Fig. 1: run 1, clock distribution
Drawn at 6 px/um.
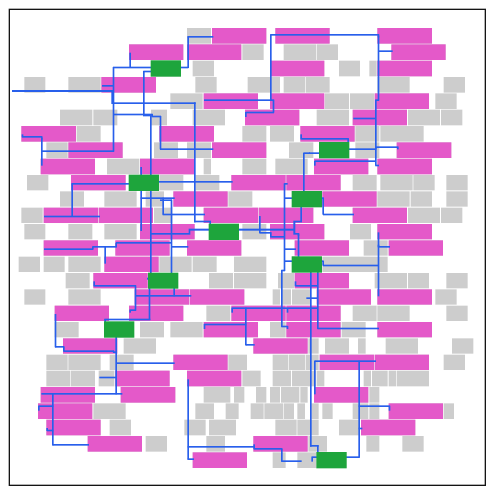
Fig. 2: run 1, logic cells by family
Drawn at 3 px/um.
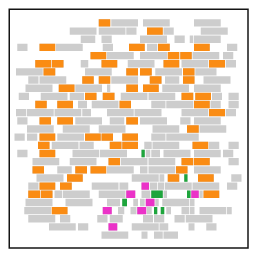
Fig. 3: run 1, the clock network
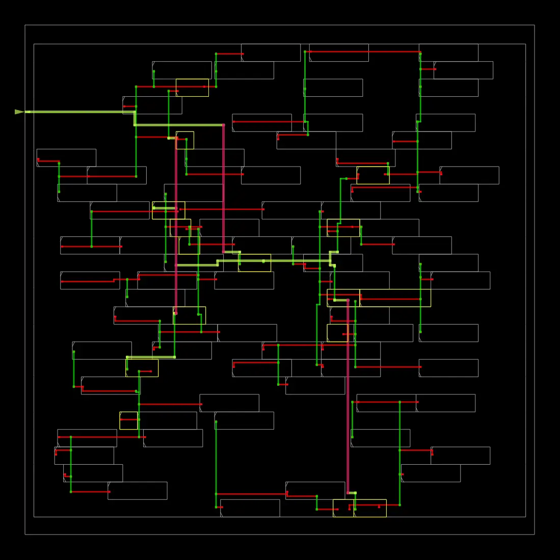
Fig. 4: run 1, wiring by layer
Drawn at 3 px/um.
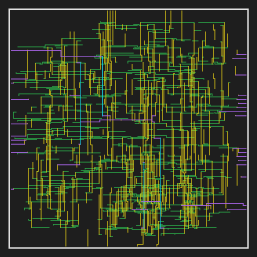
--- config.mk ---
export PLATFORM = sky130hd
export DESIGN_NAME = serial_frame_rx
export DESIGN_NICKNAME = d
export VERILOG_FILES = /design/src/rtl/serial_frame_rx.sv
export SDC_FILE = /design/constraint.sdc
export NUM_CORES = 1
export LEC_CHECK = 0
export CORE_UTILIZATION = 50
export DETAILED_ROUTE_END_ITERATION = 16
export PLACE_DENSITY = 0.73
export SYNTH_ARGS = -nofsm -noshare
export SYNTH_HDL_FRONTEND = slang
export SYNTH_SLANG_ARGS = --single-unit
export TNS_END_PERCENT = 10
--- constraint.sdc ---
create_clock -name clk -period 2.8 [get_ports clk]
set_clock_uncertainty 0.1 [all_clocks]
set_input_delay 0.42 -clock clk [delete_from_list [all_inputs] [get_ports clk]]
set_output_delay 0.42 -clock clk [all_outputs]
set_load 0.01 [all_outputs]
--- src/rtl/serial_frame_rx.sv ---
// Serial frame receiver: SYNC_LEN ones, then DATA_W bits MSB first (+even parity bit under SFR_PARITY_EN).
// Latency: data_out/frame_valid/parity_err registered on the edge that samples the final bit.
// Backpressure: none; bits are consumed only on sample_en strobes and all state holds otherwise.
module serial_frame_rx #(
  parameter int DATA_W   = 32,
  parameter int SYNC_LEN = 2
) (
  input  logic              clk,
  input  logic              rst_n,
  input  logic              sample_en,
  input  logic              data_in,
  output logic [DATA_W-1:0] data_out,
  output logic              frame_valid,
  output logic              busy,
  output logic              parity_err
);
  localparam int SC_W = $clog2(SYNC_LEN + 1);
  localparam int BC_W = $clog2(DATA_W);

`ifdef SFR_PARITY_EN
  typedef enum logic [1:0] {IDLE, SYNC, DATA, PAR} state_t;
`else
  typedef enum logic [1:0] {IDLE, SYNC, DATA} state_t;
`endif

  state_t            state, state_nxt;
  logic [SC_W-1:0]   sync_cnt, sync_cnt_nxt;
  logic [BC_W-1:0]   bit_cnt, bit_cnt_nxt;
  logic [DATA_W-1:0] shreg, shreg_nxt;
  logic [DATA_W-1:0] data_out_nxt;
  logic              frame_valid_nxt;
`ifdef SFR_PARITY_EN
  logic              parity_err_nxt;
`endif

  always_ff @(posedge clk or negedge rst_n) begin
    if (!rst_n) begin
      state       <= IDLE;
      sync_cnt    <= '0;
      bit_cnt     <= '0;
      shreg       <= '0;
      data_out    <= '0;
      frame_valid <= 1'b0;
    end else begin
      state       <= state_nxt;
      sync_cnt    <= sync_cnt_nxt;
      bit_cnt     <= bit_cnt_nxt;
      shreg       <= shreg_nxt;
      data_out    <= data_out_nxt;
      frame_valid <= frame_valid_nxt;
    end
  end

`ifdef SFR_PARITY_EN
  always_ff @(posedge clk or negedge rst_n) begin
    if (!rst_n) parity_err <= 1'b0;
    else        parity_err <= parity_err_nxt;
  end
`else
  assign parity_err = 1'b0;
`endif

  // Pulses default low every clk so they stay one cycle wide under any strobe spacing.
  always_comb begin
    state_nxt       = state;
    sync_cnt_nxt    = sync_cnt;
    bit_cnt_nxt     = bit_cnt;
    shreg_nxt       = shreg;
    data_out_nxt    = data_out;
    frame_valid_nxt = 1'b0;
`ifdef SFR_PARITY_EN
    parity_err_nxt  = 1'b0;
`endif
    if (sample_en) begin
      case (state)
        IDLE: begin
          if (data_in) begin
            state_nxt    = SYNC;
            sync_cnt_nxt = SC_W'(1);
          end
        end
        SYNC: begin
          if (!data_in) begin
            state_nxt    = IDLE;
            sync_cnt_nxt = '0;
          end else if (sync_cnt == SC_W'(SYNC_LEN - 1)) begin
            state_nxt    = DATA;
            sync_cnt_nxt = '0;
            bit_cnt_nxt  = '0;
          end else begin
            sync_cnt_nxt = sync_cnt + SC_W'(1);
          end
        end
        DATA: begin
          shreg_nxt   = {shreg[DATA_W-2:0], data_in};
          bit_cnt_nxt = bit_cnt + BC_W'(1);
          if (bit_cnt == BC_W'(DATA_W - 1)) begin
`ifdef SFR_PARITY_EN
            state_nxt       = PAR;
`else
            state_nxt       = IDLE;
            data_out_nxt    = shreg_nxt;
            frame_valid_nxt = 1'b1;
`endif
          end
        end
`ifdef SFR_PARITY_EN
        PAR: begin
          // Even parity: payload plus parity bit must hold an even number of ones.
          state_nxt = IDLE;
          if (!((^shreg) ^ data_in)) begin
            data_out_nxt    = shreg;
            frame_valid_nxt = 1'b1;
          end else begin
            parity_err_nxt  = 1'b1;
          end
        end
`endif
        default: begin
          state_nxt = IDLE;
        end
      endcase
    end
  end

  assign busy = (state != IDLE);

endmodule

==> impl_metrics.env, run 1 <==
# yosys + openroad results
export IMPL_buffers_excl_clock=40
export IMPL_start_kind="register"
export IMPL_grtUsageTotal_pct=18.38
export IMPL_yosys_area_share_adder_pct=0.8418
export IMPL_die_w_um=79.11
export IMPL_mostFrequentLayoutCells="dfrtp_1 (73), clkdlybuf4s50_1 (36), mux2_2 (34)"
export IMPL_r2r_end="data_out[13]"
export IMPL_yosysUniqueCellTypes=30
export IMPL_final_nets=233
export IMPL_cts_max_level=3
export IMPL_ir_drop_v=0.0002950
export IMPL_syn_area_mm2=0.002973
export IMPL_critPathCapture="data_out[13]"
export IMPL_async_flop_share_pct=100.0
export IMPL_max_freq_ghz=0.4549
export IMPL_critPathTopFamily="simple AND/OR/NAND/NOR gates"
export IMPL_status="complete, no violations"
export IMPL_dpl_hpwl_mm=3.304
export IMPL_fp_util_pct=53.01
export IMPL_synth_seq_share_pct=61.45
export IMPL_rr_worst_depth=5
export IMPL_synthCells=185
export IMPL_critPathRequiredTime_ps=2920
export IMPL_grt_pass1_wl_mm=8.514
export IMPL_setup_worst_path_start="bit_cnt[0]"
export IMPL_root_buffer="clkbuf_8"
export IMPL_yosys_warnings=0
export IMPL_worstPathArrival_ps=2320
export IMPL_antenna_found_initial=0
export IMPL_tns_ps=0
export IMPL_regToRegSetupSlack_ps=600
export IMPL_clk_latency_ps=340
export IMPL_drc=0
export IMPL_wirelength_mm=5.146
export IMPL_gp_congestion=0.7346
export IMPL_cts_tree="done"
export IMPL_die_h_um=79.11
export IMPL_top_cell_area_share_pct=61.45
export IMPL_crit_fanout=33
export IMPL_ys_sh_aoi_pct=3.788
Notes on Fig. 1 above:
[clock wires] blue | length: 816 um
[clock drivers] green | count: 9
[flip-flops] magenta | count: 73
flops lie	widely spread

Notes on Fig. 2 above:
family	colour	cells	most used
NAND gates	green	7	nand2_1
multiplexers	orange	63	mux2_2
AND-OR and OR-AND gates	magenta	7	a22o_1
most frequent logic cell in the layout: dfrtp_1
Non-Filler Instances: 304
Comb/total area: 29.65%

Notes on Fig. 3 above:
CTS buffer count: 9
power in the clock group: 0.000822 W
registers: 73

Notes on Fig. 4 above:
layer	colour	wire length
metal 3	purple	209 um
metal 2	yellow	2,540 um
metal 4	cyan	98.6 um
metal 1	green	2,300 um

-- run 1: per-stage QoR --
| stage | area, um^2 | std cells | setup WS [ps] |
|---|---|---|---|
| 2_1_floorplan | 2973 | 185 | 1056 |
| 3_3_place_gp | 3396 | 288 | 549.2 |
| 3_5_place_dp | 3396 | 288 | 453.9 |
| 4_1_cts | 3600 | 304 | 595.0 |
| 5_1_grt | 3600 | 304 | 524.6 |
| 6_report | 3600 | 304 | 601.7 |
-- run 1: where the power goes --
group          leakage, nW  internal (W)  switching, W  total (W)
registers             1.00       0.00114     0.0000953    0.00124
clock network       0.0960      0.000419      0.000403   0.000822
logic                0.737      0.000154      0.000146   0.000299
-- run 1: per-layer routing --
layer	GRT usage [%]	routed length [um]
met1	23.21	2296
met2	29.40	2542
met3	3.908	208
met4	10.36	98
met5	0	0
Fig. 5: run 1, the metal 3 layer
Drawn at 6 px/um.
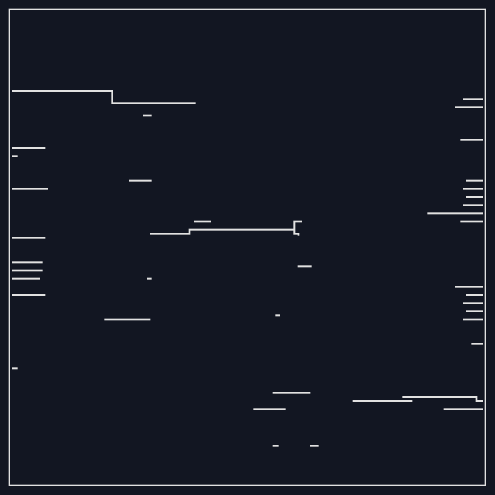

--- run 2 (diff from run 1) ---
==> constraint.sdc (replaced) <==
create_clock -name clk -period 2.09 [get_ports clk]
set_clock_uncertainty 0.1 [all_clocks]
set_input_delay 0.3135 -clock clk [delete_from_list [all_inputs] [get_ports clk]]
set_output_delay 0.3135 -clock clk [all_outputs]
set_load 0.01 [all_outputs]
Fig. 6: run 2, the metal 3 layer
Drawn at 6 px/um.
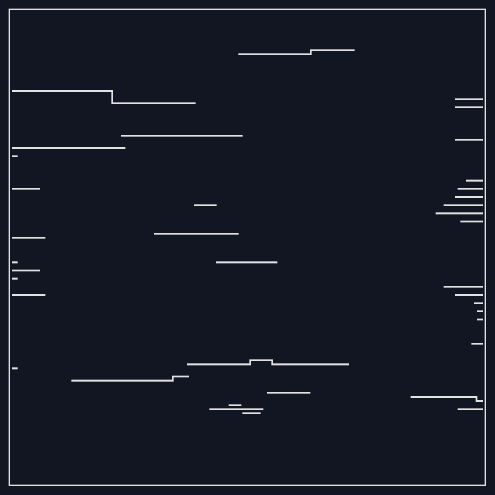
nets with wire on the layer	32
share of all routed wire	5.7%
longest straight run	20.0 um
main direction	horizontal

Fig. 7: run 2, clock distribution
Drawn at 6 px/um.
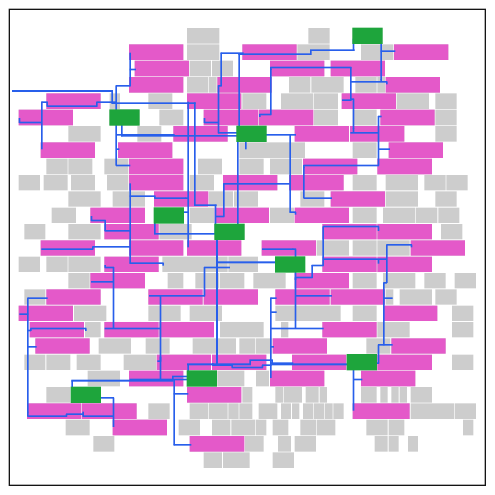
[flip-flops] magenta | count: 73
[clock drivers] green | count: 9
[clock wires] blue | length: 822 um
routed clock nets	10

==> impl_metrics.env, run 2 <==
# yosys + openroad results
export IMPL_crit_fanout=11
export IMPL_rr_worst_depth=6
export IMPL_largest_area_cell="dfrtp_1"
export IMPL_gp_congestion=0.7296
export IMPL_p_seq_share_pct=48.9
export IMPL_antenna_found_initial=0
export IMPL_cts_max_level=3
export IMPL_grtUsageMet2_pct=26.90
export IMPL_ys_sh_aoi_pct=3.788
export IMPL_tns_ps=0
export IMPL_r2r_end="data_out[25]"
export IMPL_worstPathArrival_ps=2060
export IMPL_final_nets=237
export IMPL_synth_seq_share_pct=61.45
export IMPL_async_flop_share_pct=100.0
export IMPL_critPathCapture="data_out[25]"
export IMPL_wl_met2_mm=2.313
export IMPL_grtUsageMet1_pct=25.54
export IMPL_critPathRequiredTime_ps=2210
export IMPL_min_path_type="in -> async"
export IMPL_drv_cap=0
export IMPL_dr_wl_met3_um=280
export IMPL_yosys_warnings=0
export IMPL_use_met3_pct=7.356
export IMPL_status="complete, no violations"
export IMPL_fin_area_mm2=0.003699
export IMPL_top_cell_area_share_pct=61.45
export IMPL_mostFrequentLayoutCells="dfrtp_1 (72), clkdlybuf4s50_1 (36), mux2_2 (34)"
export IMPL_grtUsageTotal_pct=18.67
export IMPL_place_ws_ps=121.1
export IMPL_dpl_cell_area_mm2=0.003443
export IMPL_final_common_cell="dfrtp_1"
export IMPL_p_int_w=0.002574
export IMPL_ys_cells=185
export IMPL_grt_setup_unrepaired="false"
export IMPL_critPathTopFamily="adder cells"
export IMPL_setup_worst_path_start="bit_cnt[0]"
export IMPL_clk_latency_ps=340
export IMPL_finalSetupViolCount=0
export IMPL_synthCells=185
export IMPL_fp_util_pct=53.01
export IMPL_pwr_share_comb_pct=12.1
export IMPL_die_w_um=79.11
export IMPL_core_mm2=0.005608
export IMPL_ir_drop_v=0.0005005
export IMPL_ctsResizeCount=0
export IMPL_drc=0
export IMPL_grt_pass1_wl_mm=8.673
export IMPL_wirelength_mm=4.939
export IMPL_dp_cells=291
export IMPL_worst_slack_ps=155.5
export IMPL_clkPwrFrac_pct=39.0
export IMPL_yosysUniqueCellTypes=30
export IMPL_wl_met1_mm=2.293
export IMPL_regToRegSetupSlack_ps=160
export IMPL_instances_no_fill=308
export IMPL_top_layer_used="met4"
export IMPL_dpl_hpwl_mm=3.294
export IMPL_start_kind="register"
export IMPL_die_h_um=79.11
export IMPL_switching_share_pct=23.85
export IMPL_num_rows=27
export IMPL_cts_buffers=9
export IMPL_yosys_area_share_adder_pct=0.8418
export IMPL_top_cells_by_count="dfrtp_1 (73), mux2_2 (34), mux2_4 (29), nand2_1 (5), o21ai_0 (5)"
export IMPL_power_switching_w=0.0008061
export IMPL_syn_area_mm2=0.002973
export IMPL_cts_tree="done"
export IMPL_root_buffer="clkbuf_8"
export IMPL_grt_busiest_layer="met2"
## run 2: cell counts after synthesis
No cell type changed its count.
## run 2: area by class of cell
type | instances | area [um^2] | area share (%)
clock buffer | 11 | 141.4 | 3.823
clock inverter | 5 | 102.6 | 2.774
inverter | 3 | 11.26 | 0.3045
multi-input combinational | 100 | 1067 | 28.86
sequential | 73 | 1828 | 49.42
tap | 72 | 90.09 | 2.436
timing repair buffer | 44 | 457.9 | 12.38
## run 2: power groups by stage
stage | sequential [W] | combinational (W) | clock (W)
2_1_floorplan | 0.00163 | 0.000303 | 0
3_3_place_gp | 0.00166 | 0.000383 | 0
3_5_place_dp | 0.00168 | 0.000412 | 0
4_1_cts | 0.00165 | 0.000416 | 0.00136
5_1_grt | 0.00167 | 0.000464 | 0.00143
6_report | 0.00165 | 0.000409 | 0.00132
Fig. 8: run 2, the clock network
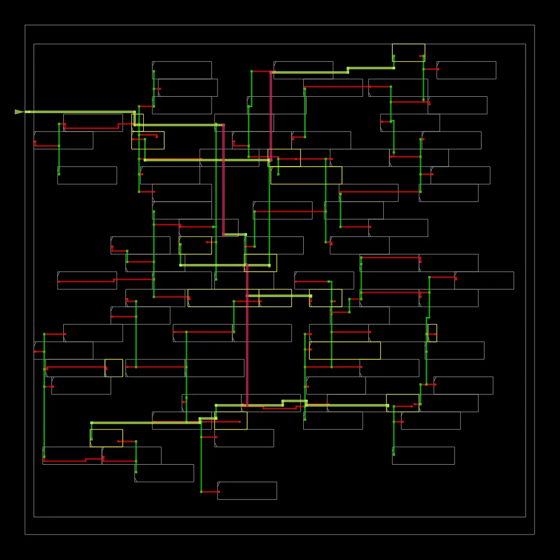

--- run 3 (diff from run 2) ---
--- a/config.mk
+++ b/config.mk
@@ -7,7 +7,7 @@
 export LEC_CHECK = 0
 export CORE_UTILIZATION = 50
 export DETAILED_ROUTE_END_ITERATION = 16
-export PLACE_DENSITY = 0.73
+export PLACE_DENSITY = 0.78
 export SYNTH_ARGS = -nofsm -noshare
 export SYNTH_HDL_FRONTEND = slang
 export SYNTH_SLANG_ARGS = --single-unit
Fig. 9: run 3, the clock network
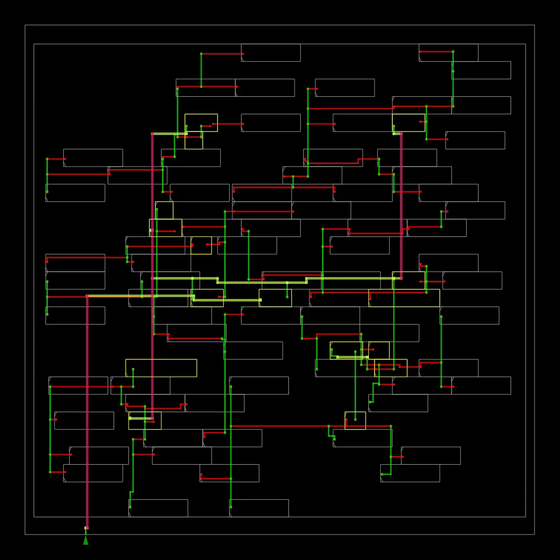
Insertion Delay late pin: 340 ps
clk_buf instances: 9
clk sinks: 73
power in the clock group: 0.00123 W

==> impl_metrics.env, run 3 <==
# yosys + openroad results
export IMPL_use_met3_pct=5.172
export IMPL_top_layer_used="met4"
export IMPL_seq_power_w=0.00164
export IMPL_final_nets=241
export IMPL_seq_share_pct=49.37
export IMPL_status="complete, no violations"
export IMPL_grtUsageMet1_pct=24.03
export IMPL_die_w_um=79.11
export IMPL_top_cell_area_share_pct=61.45
export IMPL_final_common_cell="dfrtp_1"
export IMPL_ys_cells=185
export IMPL_yosys_warnings=0
export IMPL_fp_util_pct=53.01
export IMPL_place_ws_ps=169.7
export IMPL_pg_comb_w=0.000423
export IMPL_synthCells=185
export IMPL_wl_met2_mm=2.154
export IMPL_top_cells_by_count="dfrtp_1 (73), mux2_2 (34), mux2_4 (29), nand2_1 (5), o21ai_0 (5)"
export IMPL_syn_area_mm2=0.002973
export IMPL_seq_area_mm2=0.001827
export IMPL_grtUsageTotal_pct=17.57
export IMPL_start_kind="register"
export IMPL_wirelength_mm=4.711
export IMPL_power_switching_w=0.0008569
export IMPL_pwr_share_comb_pct=12.8
export IMPL_grt_pass1_wl_mm=8.148
export IMPL_worst_slack_ps=105.4
export IMPL_logic_gates=100
export IMPL_cts_buffers=9
export IMPL_die_h_um=79.11
export IMPL_taps=72
export IMPL_dpl_hpwl_mm=3.088
export IMPL_multiInputGateArea_mm2=0.001069
export IMPL_n_sequential_cell=73
export IMPL_p_seq_share_pct=49.9
export IMPL_finalSetupViolCount=0
export IMPL_crit_fanout=12
export IMPL_root_buffer="clkbuf_8"
export IMPL_setup_worst_path_start="state[0]"
export IMPL_yosysUniqueCellTypes=30
export IMPL_min_path_type="reg -> reg"
export IMPL_buf_share_pct=12.92
export IMPL_cts_tree="done"
export IMPL_p_int_w=0.002440
export IMPL_r2r_end="data_out[13]"
export IMPL_synth_seq_share_pct=61.45
export IMPL_ctsResizeCount=0
export IMPL_dp_cells=295
export IMPL_core_mm2=0.005608
export IMPL_antenna_found_initial=0
export IMPL_rr_worst_depth=6
export IMPL_critPathRequiredTime_ps=1680
Fig. 10: run 3, clock distribution
Drawn at 6 px/um.
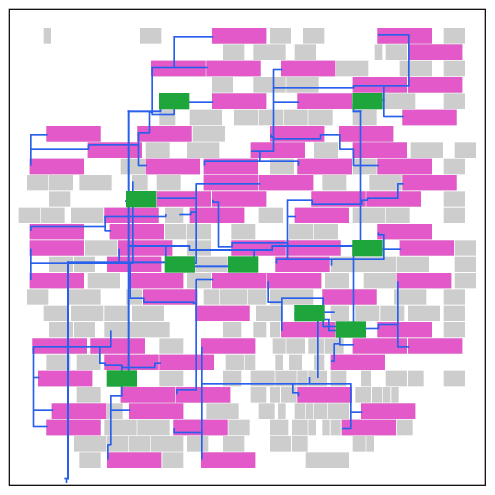
clock power share: 37.3%

==> run 3: how the worst max path moves through the flow <==
stage	endpoint	slack [ps]	depth (start not counted)
finish	busy	110	3
global route	busy	30	3
CTS	busy	90	3
detailed placement	shreg[15]	170	4
global placement	data_out[13]	190	6
floorplan	data_out[0]	350	6
==> run 3: kinds of logic (layout without fill, tap and decap cells) <==
kind of cell             after synthesis  after routing  share of synthesized area, %
adder cells (fa/ha/maj)                2              2                        0.8416
AND-OR/OR-AND                         17             17                         3.788
buffers and inverters                 12             67                         2.651
multiplexers                          63             63                         27.53
other                                  1              1                        0.1261
flip-flops                            73             73                         61.45
XOR/XNOR                               1              1                        0.2947
AND/OR/NAND/NOR                       16             16                         3.325
No activity file was given, so power comes from the tool's default toggle rates.
